[src/rtl/vreg_pkg.sv]
// Shared types and defaults for the vector register file.
package vreg_pkg;

  localparam int VECTOR = 4;
  localparam int BUS    = 4;

  typedef logic [BUS-1:0]       lane_t;
  typedef lane_t [VECTOR-1:0]   vec_t;

  typedef enum logic {
    IDLE  = 1'b0,
    CLEAR = 1'b1
  } clr_state_t;

endpackage

[src/rtl/vreg_read_port.sv]
// One combinational read port: register select plus per-lane write bypass.
module vreg_read_port #(
  parameter int VECTOR = 4,
  parameter int BUS    = 4,
  parameter int REGS   = 8,
  parameter int ADDR   = 3
) (
  input  logic [ADDR-1:0]                        ra,
  input  logic [REGS-1:0][VECTOR-1:0][BUS-1:0]   mem,
  input  logic                                   byp_en,
  input  logic [ADDR-1:0]                        wa,
  input  logic [VECTOR-1:0][BUS-1:0]             wd,
  input  logic [VECTOR-1:0]                      wmask,
  output logic [VECTOR-1:0][BUS-1:0]             rd
);

  import vreg_pkg::*;

  // stored value, with lanes being written this cycle taken from wd instead
  always_comb begin
    rd = mem[ra];
    if (byp_en && (ra == wa)) begin
      for (int i = 0; i < VECTOR; i++) begin
        if (wmask[i]) rd[i] = wd[i];
      end
    end
  end

endmodule

[src/rtl/vreg_file_v.sv]
// Vector register file: two bypassed read ports, masked write port,
// sticky per-lane carry flags and a one-register-per-cycle bulk clear.
//
// state | meaning
// IDLE  | normal operation, writes and flag updates accepted
// CLEAR | zeroing register[cnt_q] each cycle, busy high, writes dropped
module vreg_file_v #(
  parameter  int VECTOR = vreg_pkg::VECTOR,
  parameter  int BUS    = vreg_pkg::BUS,
  parameter  int REGS   = 8,
  localparam int ADDR   = $clog2(REGS)
) (
  input  logic                          clk,
  input  logic                          rst_n,
  input  logic [ADDR-1:0]               ra1,
  input  logic [ADDR-1:0]               ra2,
  output logic [VECTOR-1:0][BUS-1:0]    rd1,
  output logic [VECTOR-1:0][BUS-1:0]    rd2,
  input  logic                          we,
  input  logic [ADDR-1:0]               wa,
  input  logic [VECTOR-1:0][BUS-1:0]    wd,
  input  logic [VECTOR-1:0]             wmask,
  input  logic [VECTOR-1:0]             carry_in,
  input  logic                          flag_we,
  input  logic                          flag_clr,
  output logic [VECTOR-1:0]             carry_sticky,
  input  logic                          clr_req,
  output logic                          busy
);

  import vreg_pkg::*;

  clr_state_t                            state_q, state_d;
  logic [ADDR-1:0]                       cnt_q;
  logic [REGS-1:0][VECTOR-1:0][BUS-1:0]  mem_q;
  logic                                  wr_en;
  logic                                  clr_start;

  assign busy      = (state_q == CLEAR);
  assign clr_start = (state_q == IDLE) && clr_req;
  // register 0 is never a write target, so its storage stays at reset zero
  assign wr_en     = we && !busy && (wa != '0);

  // clear engine state register
  always_ff @(posedge clk or negedge rst_n) begin
    if (!rst_n) state_q <= IDLE;
    else        state_q <= state_d;
  end

  // clear engine next state; a request during CLEAR is ignored
  always_comb begin
    state_d = state_q;
    case (state_q)
      IDLE:    if (clr_req) state_d = CLEAR;
      CLEAR:   if (cnt_q == ADDR'(REGS - 1)) state_d = IDLE;
      default: state_d = IDLE;
    endcase
  end

  // clear pointer: starts at 1 since register 0 is already zero
  always_ff @(posedge clk or negedge rst_n) begin
    if (!rst_n)         cnt_q <= '0;
    else if (clr_start) cnt_q <= ADDR'(1);
    else if (busy)      cnt_q <= cnt_q + ADDR'(1);
  end

  // storage: bulk clear has priority, writes dropped while busy
  always_ff @(posedge clk or negedge rst_n) begin
    if (!rst_n) begin
      mem_q <= '0;
    end else if (busy) begin
      mem_q[cnt_q] <= '0;
    end else if (wr_en) begin
      for (int i = 0; i < VECTOR; i++) begin
        if (wmask[i]) mem_q[wa][i] <= wd[i];
      end
    end
  end

  // sticky carry: zeroed on clear entry, frozen while busy, clear beats set
  always_ff @(posedge clk or negedge rst_n) begin
    if (!rst_n) begin
      carry_sticky <= '0;
    end else if (clr_start) begin
      carry_sticky <= '0;
    end else if (!busy) begin
      if (flag_clr)     carry_sticky <= '0;
      else if (flag_we) carry_sticky <= carry_sticky | (carry_in & wmask);
    end
  end

  vreg_read_port #(
    .VECTOR (VECTOR),
    .BUS    (BUS),
    .REGS   (REGS),
    .ADDR   (ADDR)
  ) u_rp1 (
    .ra     (ra1),
    .mem    (mem_q),
    .byp_en (wr_en),
    .wa     (wa),
    .wd     (wd),
    .wmask  (wmask),
    .rd     (rd1)
  );

  vreg_read_port #(
    .VECTOR (VECTOR),
    .BUS    (BUS),
    .REGS   (REGS),
    .ADDR   (ADDR)
  ) u_rp2 (
    .ra     (ra2),
    .mem    (mem_q),
    .byp_en (wr_en),
    .wa     (wa),
    .wd     (wd),
    .wmask  (wmask),
    .rd     (rd2)
  );

endmodule

[config.mk]
export PLATFORM = sky130hd
export DESIGN_NAME = vreg_file_v
export DESIGN_NICKNAME = d
export VERILOG_FILES = /design/src/rtl/vreg_pkg.sv /design/src/rtl/vreg_read_port.sv /design/src/rtl/vreg_file_v.sv
export SDC_FILE = /design/constraint.sdc
export NUM_CORES = 1
export LEC_CHECK = 0
export CORE_MARGIN = 4
export CORE_UTILIZATION = 60
export DETAILED_ROUTE_END_ITERATION = 8
export PLACE_DENSITY = 0.87
export SLEW_MARGIN = 5
export SYNTH_ARGS = -nofsm -noshare
export SYNTH_HDL_FRONTEND = slang
export SYNTH_HIERARCHICAL = 1
export SYNTH_SLANG_ARGS = --single-unit
[constraint.sdc]
create_clock -name clk -period 5.9 [get_ports clk]
set_input_delay 1.18 -clock clk [delete_from_list [all_inputs] [get_ports clk]]
set_output_delay 1.18 -clock clk [all_outputs]
set_load 0.1 [all_outputs]
==> flow_metrics.py <==
# Physical implementation metrics
metrics = {
    "status": {
        "outcome": "complete, no violations",
    },
    "synthesis": {
        "yosys_cells": 611,
        "edf_count": 0,
        "yosys-stat-area_um2": 8450,
        "synth_cell_types": 47,
        "top_area_frac": 0.403,
        "ys.flops": 136,
        "yosysSeqAreaShare": 0.403,
        "yosysWarnings": 6,
        "yosys.area.top_type": "dfrtp_1",
        "top_cells_by_area": "dfrtp_1 (40%), mux4_1 (16%), a22o_1 (8.7%)",
    },
    "place": {
        "dpl.hpwl_mm": 15.0,
        "place.gp.congestion": 0.913,
        "io_buffers": 75,
    },
    "setup_path": {
        "cp.arrival_ns": 3.74,
        "critPathMaxFanout": 22,
        "end_kind": "output port",
        "r2r_start": "busy",
        "crit_type": "input port to output port",
        "reg2reg_depth": 4,
        "reg2reg_slack_ns": 3.91,
    },
    "sta": {
        "tightest_slew_ns": 0.985,
        "fmax_ghz": 0.203,
        "grt_setup_unrepaired": "no",
        "setup_ws_ns": 0.984,
        "drv_slew": 0,
        "fin_hold_ws_ns": 0.492,
        "setup_tns_ns": 0,
        "hold_viol_final": 0,
        "fin_crit_sh": 0.833,
        "maxSlewHeadroom": 0.341,
        "setup_viol": 0,
    },
    "cells_and_area": {
        "drive_above_1_share": 0.237,
        "area_delta_synth_final_pct": 13.5,
        "final_common_cell": "dfrtp_1",
        "antenna_cells": 0,
        "nets": 708,
    },
    "global_route": {
        "grt_pass1_wl_mm": 35.6,
    },
    "min_path": {
        "hold_depth": 1,
        "hold_path_startpoint": "carry_sticky[3]",
        "min_to": "carry_sticky[3]",
        "hp-class": "flip-flop to flip-flop",
    },
    "clock_network": {
        "clk_latency_ns": 0.42,
        "post-cts-setup-buffers": 0,
        "cts_sinks": 136,
        "clk_pin_slew_ns": 0.05,
        "h-tree-depth": 4,
        "clockBufferDepth": 2,
        "post_cts_resize_count": 0,
        "cts_hold_buffers": 0,
    },
    "detailed_routing": {
        "highest_layer": "met4",
        "wl_met2_mm": 11.1,
        "route.met3.wl_mm": 2.22,
        "drc": 0,
        "vias": 6231,
        "dr.pass1.iters": 6,
        "wirelength_mm": 23.0,
        "met1_length_mm": 8.90,
        "ant_nets": 0,
        "viasPerCell": 7.26,
        "drtIter0Drc": 724,
        "routedWlPerCell_um": 26.8,
    },
    "floorplanning": {
        "core_um2": 13800,
        "fp-row-count": 43,
        "ioPinCount": 76,
        "die_area_um2": 16000,
        "die_h_um": 127,
    },
    "pwr": {
        "ir_drop_mv": 0.295,
        "pwr_density_cell_nw_per_um2": 420,
        "power.leakage_uw": 0.00465,
    },
}
[how the worst max path moves through the flow]
stage               startpoint       to  slack [ns]  cells after the start
floorplan                wa[0]  rd1[15]        1.85                      7
global route             wa[0]  rd1[10]        0.89                      7
CTS                      wa[0]  rd1[13]        1.02                      7
global placement         wa[0]  rd1[10]        1.16                      7
finish                   wa[0]  rd1[10]        0.98                      7
detailed placement       wa[0]  rd1[13]        1.02                      7
[cells by family after synthesis]
group | synth area share
buffers and inverters | 0.0428
muxes | 0.324
and+or+nand+nor | 0.0996
xor gates and xnor gates | 0.00622
DFF | 0.403
AOI/OAI and AO/OA | 0.122
adders and majority gates | 0.00296
[cell usage after synthesis (all sizes together) (2+ instances only)]
cell type,number
dfrtp,136
a22o,84
mux2,64
mux4,64
mux2i,28
nand2,27
a21oi,26
buf,24
clkbuf,24
nor2b,21
nand2b,17
nor2,16
and2,12
nor3,12
xnor2,6
and3,4
and3b,4
and4bb,4
inv,4
nand4b,4
o21a,4
o311a,4
and4,3
and4b,3
nand3b,3
nor3b,3
ha,2
o21ai,2
[metal layers]
layer / GRT usage / vias up
met1: 0.374 / 3184
li1: - / 2550
met4: 0.116 / 0
met2: 0.465 / 418
met5: 0 / -
met3: 0.0863 / 79
[through the flow]
stage	power, uW	std cells	area [um^2]	utilization
after floorplan	2630	611	8450	-
after global placement	2970	828	9060	0.656
after detailed placement	3050	828	9060	0.656
after CTS	4020	858	9590	0.694
after global routing	4170	858	9590	0.694
final	4030	858	9590	0.694
[worst max-delay path, cell delays in order]
cell and delay [ns]:
clkdlybuf4s50_1 0.92, nor3_1 0.09, nor3b_1 0.24, and4_1 0.37, nand2_1 0.29, mux2_4 0.39, buf_4 0.24
[area by class of cell]
class,instances,area [um^2]
multi-input combinational,423,4690
fill,943,4240
sequential,136,3400
timing repair buffer,85,733
clock buffer,27,513
tap,180,225
clock inverter,3,15.0
inverter,4,15.0
[where the power goes]
part / switching [uW] / internal [uW] / total [uW] / leakage [uW]
clock: 372 / 586 / 958 / 0.000263
combinational: 1060 / 634 / 1690 / 0.00253
sequential: 211 / 1170 / 1380 / 0.00187
total: 1640 / 2390 / 4030 / 0.00465
[flip-flops by register name, summed over array words and instances, names as in the netlist]
name          count
carry_sticky      4
busy              1
mem_q           128
cnt_q             3
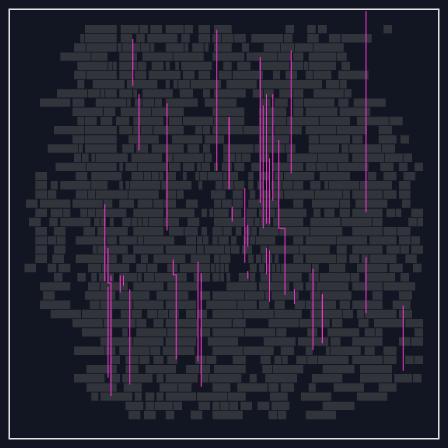
m4.png
- main direction: vertical
- share of all routed wire: 3.5%

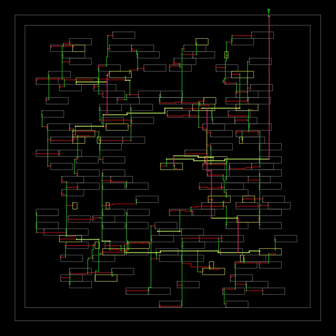
clock_nets.png
Setup Skew: 0.00655 ns
clock buffer count: 27
CTS Buf Count: 17
P_clk: 958 uW

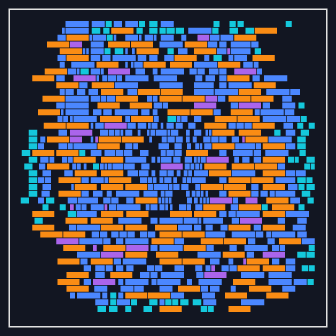
class_map.png
- clock drivers and dummy loads: purple (cells 30)
- sequential cells: orange (cells 136)
- remaining logic cells: blue (cells 427)
- remaining buffers and delay cells: cyan (cells 85)

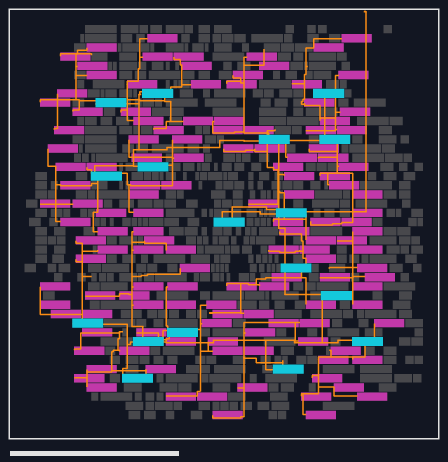
clock_wires.png
Scale bar: 50 um.
- clock-net drivers: cyan (count 17)
- flip-flops: magenta (count 136)
- clock wires: orange (length 1,650 um)
- flops lie: widely spread
- routed clock nets: 18

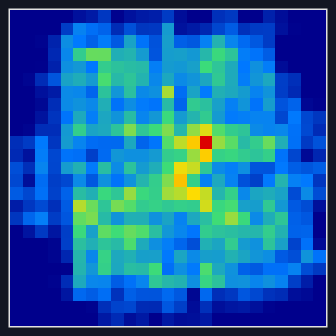
route_heat.png
The die is cut into 25 by 25 equal tiles; dark blue is low, red is high, scaled to the fullest tile. Values are wire area over tile area, all layers added.
- tiles over half the peak: 7.0%
- densest ninth of the die: center
- nearly empty tiles: 18%
- fullest tile: 0.99
- mean over tiles: 0.24

No activity file was given, so power comes from the tool's default toggle rates.
